==> config.mk <==
export PLATFORM = sky130hd
export DESIGN_NAME = program_loader
export DESIGN_NICKNAME = d
export VERILOG_FILES = /design/src/rtl/program_loader_pkg.sv /design/src/rtl/program_loader_byte_word_assembler.sv /design/src/rtl/program_loader.sv
export SDC_FILE = /design/constraint.sdc
export NUM_CORES = 1
export LEC_CHECK = 0
export CORE_MARGIN = 2
export CORE_UTILIZATION = 55
export DETAILED_ROUTE_END_ITERATION = 6
export PLACE_DENSITY = 0.88
export SLEW_MARGIN = 5
export SYNTH_ARGS = -nofsm -noshare
export SYNTH_HDL_FRONTEND = slang
export SYNTH_SLANG_ARGS = --single-unit
==> constraint.sdc <==
create_clock -name clk -period 6.3 [get_ports clk]
set_input_delay 0.945 -clock clk [delete_from_list [all_inputs] [get_ports clk]]
set_output_delay 0.945 -clock clk [all_outputs]
set_load 0.03 [all_outputs]
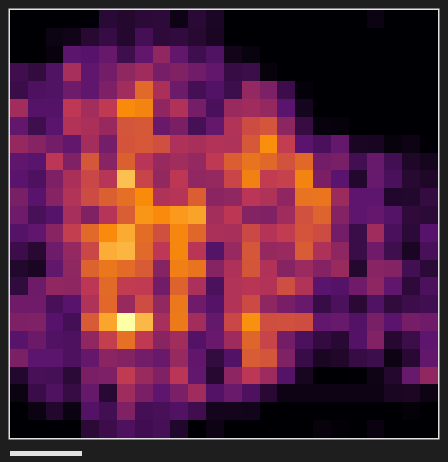
**Above:** run 1 (routed metal per tile).
Bar = 20 microns. The die is cut into 24 by 24 equal tiles; black is low, pale yellow is high, scaled to the fullest tile. Values are wire area over tile area, all layers added.
tiles over half the peak: 17%
nearly empty tiles: 18%
mean over tiles: 0.20
emptiest ninth of the die: upper right
densest ninth of the die: center
via count: 5784
Total GRT Usage: 25.29%

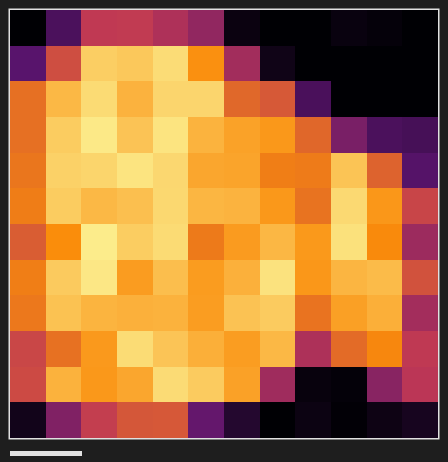
**Above:** run 1 (local utilization).
Bar = 20 microns. The die is cut into 12 by 12 equal tiles; black is low, pale yellow is high, 0 to 100% covered.
mean over tiles: 60%
emptiest ninth of the die: upper right
nearly empty tiles: 10%
tiles over 75% full: 49%
fullest tile: 96%
Final Util: 68.03%
core region area: 12670 sq um
FP Util: 56.52%

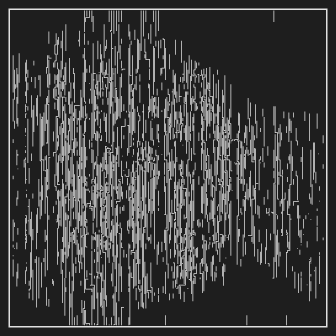
**Above:** run 1 (metal 2).
wire length on this layer: 8010 microns
longest straight run: 41.5 microns
nets with wire on the layer: 704
share of all routed wire: 46%
main direction: vertical
Routed WL: 17290 microns
M2 GR Usage: 39.81%

==> impl_metrics.py, run 1 <==
# Auto-generated metrics
metrics = {
    "status": {
        "status": "finished clean",
    },
    "sta": {
        "fin_skew_ns": 0.007490,
        "maxSlewViolCount": 0,
        "max_freq_mhz": 280.8,
    },
    "flow_run": {
        "maxCapViolCount": 0,
        "log.warning_count": 27,
    },
    "layout": {
        "clock_buffers": 18,
        "lay_top_cells": "nand2_1 (171), dfrtp_1 (136), clkdlybuf4s50_1 (109)",
        "lay_top_count": "nand2_1",
        "antenna_cells": 0,
        "fillCellCount": 931,
        "seq_area_sq_um": 3430,
        "comb_cells": 534,
    },
    "setup_path": {
        "start_kind": "register",
        "r2r_slack_ns": 2.74,
        "critPathCaptureType": "register",
        "cp.arrival_ns": 3.85,
        "crit_cells": 10,
    },
    "synth": {
        "ys_seq_share_pct": 47.89,
        "ys_warn_count": 0,
        "yosys.area.top_type": "dfrtp_1",
        "adder_share_pct": 1.048,
        "synth.most_common_cell": "nand2_1",
        "flop_cell": "dfrtp_1",
        "aoi_share_pct": 10.83,
        "mux_share_pct": 6.866,
        "ys_cells": 771,
    },
    "routing": {
        "wl_met1_microns": 7429,
        "route.detailed.drc": 0,
        "drtAntennaViolNets": 0,
        "first_iter_violations": 565,
    },
    "power": {
        "power_mw": 4.646,
        "power_clock_mw": 1.02,
        "p_sw_share_pct": 42.73,
        "top_power_group": "combinational cells",
        "p_leak_nw": 3.784,
    },
    "place": {
        "placed_cell_area_sq_um": 8020,
        "hpwl_microns": 11500,
    },
    "cts": {
        "cts.path.max_buffers": 2,
        "holdBufCountCts": 0,
    },
    "die": {
        "io_pins": 115,
    },
}
**Run 1: routing congestion map**

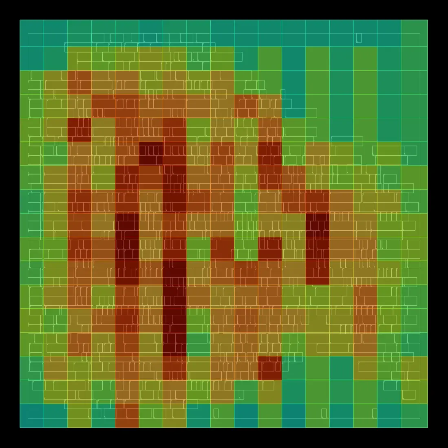

==> run 1 -> run 2 <==
--- a/config.mk
+++ b/config.mk
@@ -6,9 +6,9 @@
 export NUM_CORES = 1
 export LEC_CHECK = 0
 export CORE_MARGIN = 2
-export CORE_UTILIZATION = 55
+export CORE_UTILIZATION = 54
 export DETAILED_ROUTE_END_ITERATION = 6
-export PLACE_DENSITY = 0.88
+export PLACE_DENSITY = 0.86
 export SLEW_MARGIN = 5
 export SYNTH_ARGS = -nofsm -noshare
 export SYNTH_HDL_FRONTEND = slang
==> constraint.sdc (replaced) <==
create_clock -name clk -period 3.64 [get_ports clk]
set_input_delay 0.546 -clock clk [delete_from_list [all_inputs] [get_ports clk]]
set_output_delay 0.546 -clock clk [all_outputs]
set_load 0.03 [all_outputs]
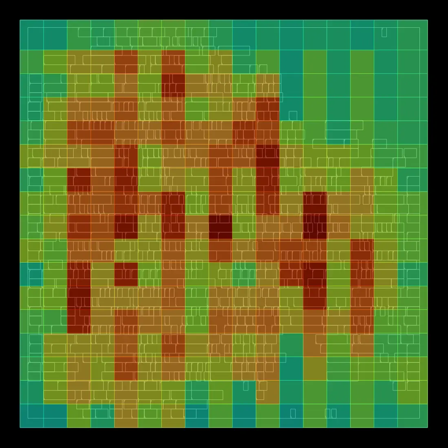
**Above:** run 2 (routing congestion map).
Final Util: 66.42%
most used routing layer: met2
grt met1 use: 32.91%

==> impl_metrics.py, run 2 <==
# Auto-generated metrics
metrics = {
    "status": {
        "status": "finished clean",
    },
    "die": {
        "die_area_sq_um": 14200,
        "die_w_microns": 119.2,
        "die_h_microns": 119.2,
        "io_pins": 115,
        "initial_core_util_pct": 54.73,
        "core_area_sq_um": 13090,
    },
    "setup_path": {
        "cp.arrival_ns": 3.62,
        "critPathCaptureType": "register",
        "crit_cells": 10,
        "slowest_stage": "or4b_2",
        "start_kind": "register",
        "r2r_slack_ns": 0.35,
        "path_buffers": 1,
        "worstSetupPathType": "reg -> reg",
    },
    "sta": {
        "fin_skew_ns": 0.01350,
        "max_freq_mhz": 304.2,
        "maxSlewViolCount": 0,
        "rsz0062_at_grt": "false",
        "finalCriticalPeriod_ns": 3.287,
    },
    "routing": {
        "route.detailed.drc": 0,
        "wl_microns": 16890,
        "route.met3.wl_microns": 1243,
        "route.met2.wl_microns": 7812,
        "wl_met1_microns": 7290,
        "drtAntennaViolNets": 0,
        "drtPass1Iterations": 5,
        "first_iter_violations": 570,
        "vias": 5789,
    },
    "global_route": {
        "grt-ovfl-total": 0,
        "grt_pass1_vias": 5526,
        "track_usage_pct": 24.71,
        "grt_util_met2_pct": 38.79,
    },
    "synth": {
        "synth.most_common_cell": "nand2_1",
        "ys_seq_share_pct": 47.89,
        "synth-simple-area-share_pct": 19.51,
        "mux_share_pct": 6.866,
        "ys_cells": 771,
        "aoi_share_pct": 10.83,
        "yosys.area.top_type_share_pct": 47.52,
        "synth-async-reset-ratio_pct": 100.0,
        "flop_cell": "dfrtp_1",
        "synthTopLogicFamily": "simple AND/OR/NAND/NOR gates",
        "yosys.area.top_type": "dfrtp_1",
        "adder_share_pct": 1.048,
        "ys_warn_count": 0,
    },
    "layout": {
        "clock_buffers": 21,
        "lay_top_cells": "nand2_1 (171), dfrtp_1 (136), clkdlybuf4s50_1 (109)",
        "comb_cells": 534,
        "lay_top_count": "nand2_1",
        "layout.non_clock_buffers": 121,
        "seq_area_sq_um": 3430,
        "antenna_cells": 0,
        "fillCellCount": 959,
    },
    "power": {
        "top_power_group": "combinational cells",
        "power_mw": 8.052,
        "power_clock_mw": 1.78,
        "p_int_mw": 4.684,
        "p_sw_share_pct": 41.82,
        "p_leak_nw": 3.823,
        "ir_worst_vdd_mv": 0.7038,
        "p_sw_mw": 3.367,
    },
    "cts": {
        "cts.path.max_buffers": 2,
        "cts_sinks": 137,
        "cts_tree": "yes",
        "cts-resized-gates": 0,
        "holdBufCountCts": 0,
        "clock_latency_ns": 0.43,
        "postCtsSetupRepairBufs": 0,
    },
    "place": {
        "pre_cts_ws_ns": 0.3779,
        "placed_cell_area_sq_um": 8078,
        "hpwl_microns": 11450,
        "dp.cells": 983,
    },
    "worst_hold_path": {
        "hp-class": "in -> async",
    },
    "flow_run": {
        "maxCapViolCount": 0,
        "log.warning_count": 30,
    },
}
==> run 2 -> run 3 <==
--- a/config.mk
+++ b/config.mk
@@ -7,8 +7,10 @@
 export LEC_CHECK = 0
 export CORE_MARGIN = 2
 export CORE_UTILIZATION = 54
+export CTS_CLUSTER_DIAMETER = 30
 export DETAILED_ROUTE_END_ITERATION = 6
 export PLACE_DENSITY = 0.86
+export SETUP_SLACK_MARGIN = 0.1
 export SLEW_MARGIN = 5
 export SYNTH_ARGS = -nofsm -noshare
 export SYNTH_HDL_FRONTEND = slang
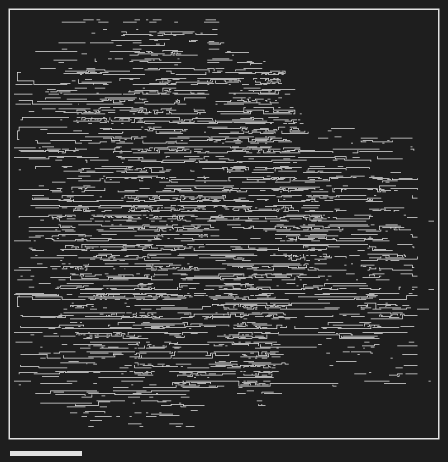
**Above:** run 3 (M1 wires).
Bar = 20 microns.
main direction: horizontal
longest straight run: 45.1 microns
via count: 5789
Routed WL: 16890 microns

==> impl_metrics.py, run 3 <==
# Auto-generated metrics
metrics = {
    "die": {
        "initial_core_util_pct": 54.73,
        "core_area_sq_um": 13090,
        "die_w_microns": 119.2,
        "die_h_microns": 119.2,
        "io_pins": 115,
        "die_area_sq_um": 14200,
    },
    "layout": {
        "lay_top_count": "nand2_1",
        "layout.non_clock_buffers": 121,
        "antenna_cells": 0,
        "utilization_pct": 66.42,
        "comb_cells": 534,
        "fillCellCount": 959,
        "clock_buffers": 21,
        "area_delta_synth_final_pct": 21.35,
    },
    "routing": {
        "drtPass1Iterations": 5,
        "route.detailed.drc": 0,
        "route.met3.wl_microns": 1243,
        "route.met2.wl_microns": 7812,
        "first_iter_violations": 570,
        "drtAntennaViolNets": 0,
        "wl_met1_microns": 7290,
    },
    "synth": {
        "flop_cell": "dfrtp_1",
        "aoi_share_pct": 10.83,
        "yosys.area.top_type": "dfrtp_1",
        "ys_cells": 771,
        "ys_seq_share_pct": 47.89,
        "mux_share_pct": 6.866,
        "synth-simple-area-share_pct": 19.51,
        "synth_cell_types": 63,
        "yosys.area.top_type_share_pct": 47.52,
        "synth-async-reset-ratio_pct": 100.0,
        "adder_share_pct": 1.048,
        "synthTopLogicFamily": "simple AND/OR/NAND/NOR gates",
        "ys_warn_count": 0,
    },
    "place": {
        "placed_cell_area_sq_um": 8078,
        "pre_cts_ws_ns": 0.3779,
        "dp.cells": 983,
        "hpwl_microns": 11450,
    },
    "setup_path": {
        "crit_cells": 10,
        "path_buffers": 1,
        "worstSetupPathType": "reg -> reg",
        "cp.arrival_ns": 3.62,
    },
    "cts": {
        "cts.path.max_buffers": 2,
        "cts-resized-gates": 0,
        "postCtsSetupRepairBufs": 0,
        "clock_latency_ns": 0.43,
        "holdBufCountCts": 0,
        "cts_tree": "yes",
    },
    "global_route": {
        "grt_util_met2_pct": 38.79,
        "grt-ovfl-total": 0,
        "grt_pass1_vias": 5526,
        "track_usage_pct": 24.71,
    },
    "sta": {
        "rsz0062_at_grt": "false",
        "max_freq_mhz": 304.2,
        "finalCriticalPeriod_ns": 3.287,
        "fin_skew_ns": 0.01350,
        "maxSlewViolCount": 0,
    },
    "power": {
        "power_clock_mw": 1.78,
        "top_power_group": "combinational cells",
        "p_sw_mw": 3.367,
        "power_mw": 8.052,
        "ir_worst_vdd_mv": 0.7038,
        "p_leak_nw": 3.823,
        "comb_power_share_pct": 44.5,
    },
    "status": {
        "status": "finished clean",
    },
    "flow_run": {
        "maxCapViolCount": 0,
    },
    "worst_hold_path": {
        "hp-class": "in -> async",
    },
}
Power is estimated from default activity; no workload was simulated.
